**Routed metal, one color a layer**

Drawn at 2 px/um.
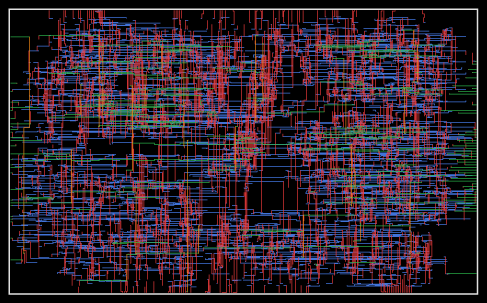
**Track usage over the die**

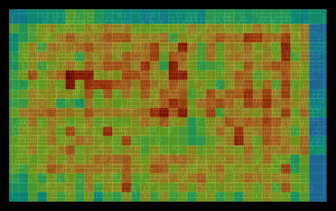
**Clock network drawn from the DEF**

Drawn at 1.5 px/um.
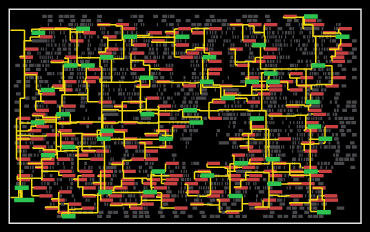
**Met4 routing**

Drawn at 2 px/um. Cells faint in the background.
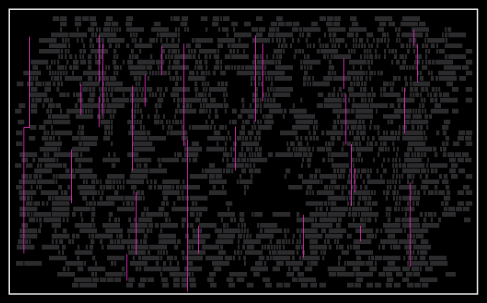
$ cat src/rtl/rle_encoder_p.sv
// Parametrised run-length encoder: reads symbols from port A, packs {symbol,count} records LSB-first, writes words back.
// Optional RLE_ABORT_EN adds an abort input that ends a run early.
module rle_encoder_p #(
    parameter int unsigned DATA_W = 32,
    parameter int unsigned ADDR_W = 16,
    parameter int unsigned SYM_W  = 8,
    parameter int unsigned CNT_W  = 8
) (
    input  logic              clk,
    input  logic              nreset,
    input  logic              start,
    input  logic [31:0]       message_addr,
    input  logic [31:0]       message_size,
    input  logic [31:0]       rle_addr,
`ifdef RLE_ABORT_EN
    input  logic              abort,
`endif
    output logic [31:0]       rle_size,
    output logic              done,
    output logic              port_A_clk,
    output logic [ADDR_W-1:0] port_A_addr,
    output logic              port_A_we,
    output logic [DATA_W-1:0] port_A_data_in,
    input  logic [DATA_W-1:0] port_A_data_out
);

    localparam int unsigned REC_W      = SYM_W + CNT_W;
    localparam int unsigned SPW        = DATA_W / SYM_W;
    localparam int unsigned RPW        = DATA_W / REC_W;
    localparam int unsigned WORD_BYTES = DATA_W / 8;
    localparam int unsigned IDX_W      = (SPW > 1) ? $clog2(SPW) : 1;
    localparam int unsigned SLOT_W     = (RPW > 1) ? $clog2(RPW) : 1;
    localparam logic [CNT_W-1:0] CNT_MAX = '1;

    typedef enum logic [2:0] {IDLE, RD_REQ, RD_WAIT, SCAN, EMIT, FLUSH, DONE} state_t;

    state_t              state;
    logic [DATA_W-1:0]   word;
    logic [IDX_W-1:0]    sym_idx;
    logic [SYM_W-1:0]    run_sym;
    logic [CNT_W-1:0]    run_cnt;
    logic                run_valid;
    logic [31:0]         remaining;
    logic [DATA_W-1:0]   out_word;
    logic [SLOT_W-1:0]   slot;
    logic [ADDR_W-1:0]   rd_addr;
    logic [ADDR_W-1:0]   wr_addr;
    logic [31:0]         rec_cnt;
    logic [31:0]         wr_words;

    logic [SYM_W-1:0]    cur_sym;
    logic [REC_W-1:0]    rec;
    logic [DATA_W-1:0]   merged;
    logic                slot_full;
    logic                last_sym;
    logic                scan_emit;
    logic                abort_hit;

    assign port_A_clk = clk;

`ifdef RLE_ABORT_EN
    assign abort_hit = abort;
`else
    assign abort_hit = 1'b0;
`endif

    // Current symbol, pending record and the output word with that record inserted
    always_comb begin
        cur_sym   = SYM_W'(word >> (32'(sym_idx) * SYM_W));
        rec       = {run_sym, run_cnt};
        merged    = out_word | (DATA_W'(rec) << (32'(slot) * REC_W));
        slot_full = (32'(slot) == RPW - 1);
        last_sym  = (32'(sym_idx) == SPW - 1);
        scan_emit = (state == SCAN) && run_valid &&
                    ((remaining == 32'd0) || (cur_sym != run_sym) || (run_cnt == CNT_MAX));
    end

    always_ff @(posedge clk or negedge nreset) begin
        if (!nreset) begin
            state          <= IDLE;
            word           <= '0;
            sym_idx        <= '0;
            run_sym        <= '0;
            run_cnt        <= '0;
            run_valid      <= 1'b0;
            remaining      <= '0;
            out_word       <= '0;
            slot           <= '0;
            rd_addr        <= '0;
            wr_addr        <= '0;
            rec_cnt        <= '0;
            wr_words       <= '0;
            rle_size       <= '0;
            done           <= 1'b0;
            port_A_addr    <= '0;
            port_A_we      <= 1'b0;
            port_A_data_in <= '0;
        end else if (abort_hit && (state != IDLE)) begin
            // Only words already on the bus count toward the reported size
            state     <= IDLE;
            port_A_we <= 1'b0;
            done      <= 1'b1;
            rle_size  <= 32'(64'(wr_words) * 64'(WORD_BYTES));
        end else begin
            case (state)
                IDLE: begin
                    if (start) begin
                        done      <= 1'b0;
                        rle_size  <= '0;
                        rec_cnt   <= '0;
                        wr_words  <= '0;
                        remaining <= message_size;
                        rd_addr   <= ADDR_W'(message_addr);
                        wr_addr   <= ADDR_W'(rle_addr);
                        sym_idx   <= '0;
                        slot      <= '0;
                        out_word  <= '0;
                        run_valid <= 1'b0;
                        if (message_size == 32'd0) begin
                            state <= DONE;
                        end else begin
                            port_A_addr <= ADDR_W'(message_addr);
                            state       <= RD_REQ;
                        end
                    end
                end
                RD_REQ: begin
                    rd_addr <= ADDR_W'(rd_addr + ADDR_W'(WORD_BYTES));
                    state   <= RD_WAIT;
                end
                RD_WAIT: begin
                    word  <= port_A_data_out;
                    state <= SCAN;
                end
                SCAN: begin
                    if (remaining == 32'd0) begin
                        run_valid <= 1'b0;
                        state     <= run_valid ? EMIT : FLUSH;
                    end else begin
                        run_sym   <= cur_sym;
                        run_cnt   <= (scan_emit || !run_valid) ? CNT_W'(1) : CNT_W'(run_cnt + CNT_W'(1));
                        run_valid <= 1'b1;
                        remaining <= remaining - 32'd1;
                        sym_idx   <= last_sym ? '0 : IDX_W'(sym_idx + IDX_W'(1));
                        if (scan_emit) begin
                            state <= EMIT;
                        end else if (last_sym && (remaining != 32'd1)) begin
                            port_A_addr <= rd_addr;
                            state       <= RD_REQ;
                        end
                    end
                    // The write, when the word fills, is on the bus during EMIT
                    if (scan_emit) begin
                        rec_cnt  <= rec_cnt + 32'd1;
                        rle_size <= 32'(((64'(rec_cnt) + 64'd1) * 64'(REC_W)) >> 3);
                        if (slot_full) begin
                            port_A_we      <= 1'b1;
                            port_A_addr    <= wr_addr;
                            port_A_data_in <= merged;
                            wr_addr        <= ADDR_W'(wr_addr + ADDR_W'(WORD_BYTES));
                            wr_words       <= wr_words + 32'd1;
                            out_word       <= '0;
                            slot           <= '0;
                        end else begin
                            out_word <= merged;
                            slot     <= SLOT_W'(slot + SLOT_W'(1));
                        end
                    end
                end
                EMIT: begin
                    port_A_we <= 1'b0;
                    if (remaining == 32'd0) begin
                        state <= run_valid ? SCAN : FLUSH;
                    end else if (sym_idx == '0) begin
                        port_A_addr <= rd_addr;
                        state       <= RD_REQ;
                    end else begin
                        state <= SCAN;
                    end
                end
                FLUSH: begin
                    if (slot != '0) begin
                        port_A_we      <= 1'b1;
                        port_A_addr    <= wr_addr;
                        port_A_data_in <= out_word;
                        wr_addr        <= ADDR_W'(wr_addr + ADDR_W'(WORD_BYTES));
                        wr_words       <= wr_words + 32'd1;
                        out_word       <= '0;
                        slot           <= '0;
                    end
                    state <= DONE;
                end
                DONE: begin
                    port_A_we <= 1'b0;
                    done      <= 1'b1;
                    state     <= IDLE;
                end
                default: state <= IDLE;
            endcase
        end
    end

endmodule

$ cat config.mk
export PLATFORM = sky130hd
export DESIGN_NAME = rle_encoder_p
export DESIGN_NICKNAME = d
export VERILOG_FILES = /design/src/rtl/rle_encoder_p.sv
export SDC_FILE = /design/constraint.sdc
export NUM_CORES = 1
export LEC_CHECK = 0
export ABC_AREA = 1
export CAP_MARGIN = 20
export CORE_ASPECT_RATIO = 0.6
export CORE_MARGIN = 2
export CORE_UTILIZATION = 41
export CTS_CLUSTER_DIAMETER = 30
export DETAILED_ROUTE_END_ITERATION = 6
export SYNTH_ARGS = -nofsm -noshare
export SYNTH_HDL_FRONTEND = slang
export SYNTH_SLANG_ARGS = --single-unit
$ cat constraint.sdc
create_clock -name clk -period 3.45 [get_ports clk]
set_clock_uncertainty 0.05 [all_clocks]
set_input_delay 1.035 -clock clk [delete_from_list [all_inputs] [get_ports clk]]
set_output_delay 1.035 -clock clk [all_outputs]
set_load 0.05 [all_outputs]
==> impl_summary.log <==
[metrics] run summary
[metrics] top area cells in the synthesized netlist: dfrtp_1 (45%), nand2_1 (12%), o21ai_0 (5.9%)
[metrics] buffers added on ports: 180
[metrics] most prevalent standard cell on the critical path: clkbuf_16
[metrics] final setup violation count: 0
[metrics] via count of the first global-routing pass: 11720
[metrics] cell type of the slowest stage on the worst timing path: clkdlybuf4s15_2
[metrics] final weighted congestion in routability-driven placement: 0.8862
[metrics] stage delay of the slowest cell on the critical path: 0.32 ns
[metrics] proportion of layout cells with a drive suffix above 1: 8.975%
[metrics] mean post-synth cell area: 7.744 um2
[metrics] number of cells on the critical path: 3
[metrics] Core Density at Floorplan: 41.56%
[metrics] RSZ-0062 raised after global routing: false
[metrics] num rows: 50
[metrics] Worst slew margin: 37.24%
[metrics] critical path cell sequence: clkbuf_16 -> clkbuf_16 -> clkdlybuf4s15_2
[metrics] Power Density: 1016 nW/um2
[metrics] number of register bits inferred by synthesis: 232
[metrics] required time of the worst setup path: 2.36 ns
[metrics] number of design rule violations left after detail routing: 0
[metrics] first-pass GRT wire length: 64.15 mm
[metrics] Overall Power: 17.14 mW
[metrics] internal power summed over all cells: 9.531 mW
[metrics] core region area: 31150 um2
[metrics] commonest cells in the synthesized netlist: nand2_1 (428), dfrtp_1 (232), inv_1 (169)
[metrics] Post-CTS Hold Buffers: 0
[metrics] antenna violations before repair: 0
[metrics] dominant logic cell types in the final layout: nand2_1 (428), dfrtp_1 (232), clkdlybuf4s50_1 (178), inv_1 (168), o21ai_0 (152)
[metrics] Gate power share: 45.1%
[metrics] total inserted antenna cells: 0
[metrics] number of OpenROAD warnings: 62
[metrics] most used standard cell by instance count after synthesis: nand2_1
[metrics] Net Sw Frac: 44.39%
[metrics] TritonCTS clock tree: done
[metrics] minimum setup slack after placement: -0.03209 ns
[metrics] TritonRoute pass-1 iters: 5
[metrics] half-perimeter wire length after detailed placement: 27.96 mm
[metrics] Distinct lib cells used: 51
[metrics] kind of cell adding the most delay to the critical path: buffers and inverters
[metrics] worst setup path end: port_A_clk
[metrics] Post CTS Setup Buffer Count: 0
[metrics] pin count of the biggest net entering global routing: 84
[metrics] number of max-capacitance violations reported: 0
[metrics] startpoint of the worst register-to-register path: remaining[22]
[metrics] leakage power figure: 7.567 nW
[metrics] Yosys warning total: 0
[metrics] Final ANT Viol Nets: 0
[metrics] most numerous logic cell after layout: nand2_1
[metrics] flop2flop setup slack: 0.40 ns
[metrics] Final Hold Violating Endpoints: 0
[metrics] Crit Path Max Fanout: 2
[metrics] Slew Limit Fails: 0
[metrics] Final #Nets: 1990
[metrics] Psw: 7.608 mW
[metrics] via density per instance: 5.410
[metrics] filler-free cell count of the finished design: 2299
[metrics] crit start category: clock port
[metrics] Post-Syn Nets: 1812
[metrics] Worst Setup End Kind: output pin
[metrics] run status: complete, no violations
[metrics] Post-synth EDFFs: 0
[metrics] Mapped Cells: 1672
[metrics] boundary pin count: 214
[metrics] slew at the pin with the worst max-slew slack: 0.9415 ns
[metrics] worst r2r path cells: 15
[metrics] total buffers and inverters traversed by the critical path: 3
[metrics] accumulated negative setup slack: 0 ns
[metrics] least setup slack across all paths after layout: 0.07156 ns
[metrics] async set or reset register ratio after synthesis: 100.0%
[metrics] die span in y: 141.7 um
[metrics] share of the synthesized area in the top cell type: 44.84%
[metrics] worst path arrival time: 2.29 ns
[metrics] launching element of the worst setup path: clk
[metrics] synthesis area per yosys: 12950 um2
[metrics] layout overhead on the synthesized area: 30.24%
[metrics] cell count listed in synth_stat.txt: 1672
[metrics] number of DRC violations after detailed-routing iteration 0: 1173
[metrics] register area share after synthesis: 44.84%
[metrics] Worst R2R End: wr_addr[10]
[metrics] area of the mapped netlist: 12950 um2
[metrics] primary flip-flop cell chosen by synthesis mapping: dfrtp_1
[metrics] clock slew at the register clock pins of the worst setup and hold paths: 0.05 ns
[metrics] overall die area: 33070 um2
[metrics] Worst Setup Path Type: clock port to output pin
[metrics] power share of the sequential group: 27.3%
[metrics] worst hold path class: primary input to asynchronous set/reset pin
[metrics] Post-CTS Resized: 3
[metrics] dpl cells: 2217
[metrics] Die Width: 233.4 um
[metrics] largest area contributor in the synthesized netlist: dfrtp_1
[metrics] Max rail drop VDD: 0.5847 mV
[metrics] remaining global-route overflow: 0
## Picture notes: 'routed metal, one color a layer'
Key: metal 2 = red [wire length 16100 um]; metal 3 = green [wire length 3250 um]; metal 1 = blue [wire length 20.3 mm]; metal 4 = orange [wire length 776 um]
vias post-DR: 12440
average wire per cell in the routed design: 17.58 um
Detailed Route WL: 40.42 mm
GR Util All Layers: 24.65%

## Picture notes: 'track usage over the die'
Global Route met2 Usage: 32.95%
met3 demand-to-capacity share in global routing: 5.627%
final core utilization: 54.13%
busiest layer in global routing: met1
met1 track demand over resource in global routing: 39.00%

## Picture notes: 'clock network drawn from the DEF'
Key: flip-flops = red [count 232]; clock drivers = green [count 47]; clock wires = yellow [length 3820 um]
There are 48 routed clock nets. Position of the flops: widely spread.
Clk pwr share: 27.6%
Clk Latency, worst-skew pair: 0.66 ns
power consumed by the clock network: 4.73 mW

## Picture notes: 'met4 routing'
The longest straight run is 75.5 um. 13 nets have wire on it.

-- layout make-up --
| cell class | instances | area, um2 |
|---|---|---|
| timing repair buffer | 210 | 2150 |
| multi-input combinational | 1183 | 6092 |
| sequential | 232 | 5806 |
| inverter | 176 | 663.1 |
| tap | 416 | 520.5 |
| fill | 2882 | 14290 |
| clock inverter | 25 | 330.3 |
| clock buffer | 57 | 1303 |
-- how the worst min path moves through the flow --
stage / slack [ns] / from / cells after the start / endpoint
4_1_cts: 0.32 / nreset / 1 / word[28]
6_report: 0.30 / nreset / 1 / word[13]
2_1_floorplan: 0.39 / out_word[16] / 2 / out_word[16]
5_1_grt: 0.34 / nreset / 1 / word[28]
3_3_place_gp: 0.40 / out_word[23] / 2 / out_word[23]
3_5_place_dp: 0.40 / out_word[31] / 2 / out_word[31]
-- sequential cells by signal (all words and copies together) (netlist names) --
signal and count:
word 32, run_valid 1, out_word 32, sym_idx 2, port_A_data_in 32, done 1
rec_cnt 31, state 3, run_cnt 8, remaining 32, wr_addr 16, port_A_we 1
slot 1, rd_addr 16, run_sym 8, port_A_addr 16
-- worst reg2reg max path: stages, from the launching register on --
cell	delay, ns
dfrtp_1	0.44
nor2_1	0.23
nand2_1	0.11
nor2_1	0.16
nand2_1	0.12
nor2_1	0.20
nor2_1	0.06
nand2_1	0.10
o21bai_4	0.08
nand2_2	0.12
nand2_2	0.13
nor2_4	0.38
o21ai_4	0.33
buf_12	0.27
nand2_1	0.06
o21ai_0	0.08
-- power by group through the flow --
stage          clock network (mW)  logic (mW)  registers (mW)
2_1_floorplan              0.0625        4.83            5.10
3_3_place_gp               0.0669        7.51            4.66
4_1_cts                      4.80        7.73            4.65
5_1_grt                      4.95        8.55            4.80
6_report                     4.73        7.73            4.68
3_5_place_dp               0.0669        7.66            4.67
-- routing by layer --
| layer | up-vias | share of wire, % | global-route usage, % |
|---|---|---|---|
| li1 | 5970 | - | - |
| met1 | 5954 | 50 | 39.00 |
| met5 | - | 0 | 0 |
| met3 | 63 | 8.0 | 5.627 |
| met2 | 451 | 40 | 32.95 |
| met4 | 0 | 1.9 | 6.929 |
-- metrics by stage --
| stage | area [um2] | hold WS, ns |
|---|---|---|
| 2_1_floorplan | 12950 | 0.3867 |
| 3_3_place_gp | 15210 | 0.3990 |
| 3_5_place_dp | 15210 | 0.4018 |
| 4_1_cts | 16840 | 0.3231 |
| 5_1_grt | 16860 | 0.3417 |
| 6_report | 16860 | 0.2989 |
-- kinds of logic after synthesis --
| logic type | synth area share, % |
|---|---|
| AND/OR/NAND/NOR | 25.99 |
| AND-OR/OR-AND | 13.81 |
| buffers and inverters | 8.194 |
| flip-flops | 44.84 |
| multiplexers | 3.633 |
| XOR/XNOR | 2.638 |
| adder cells (fa/ha/maj) | 0.8697 |
| other | 0.02896 |
Power is estimated from default activity; no workload was simulated.
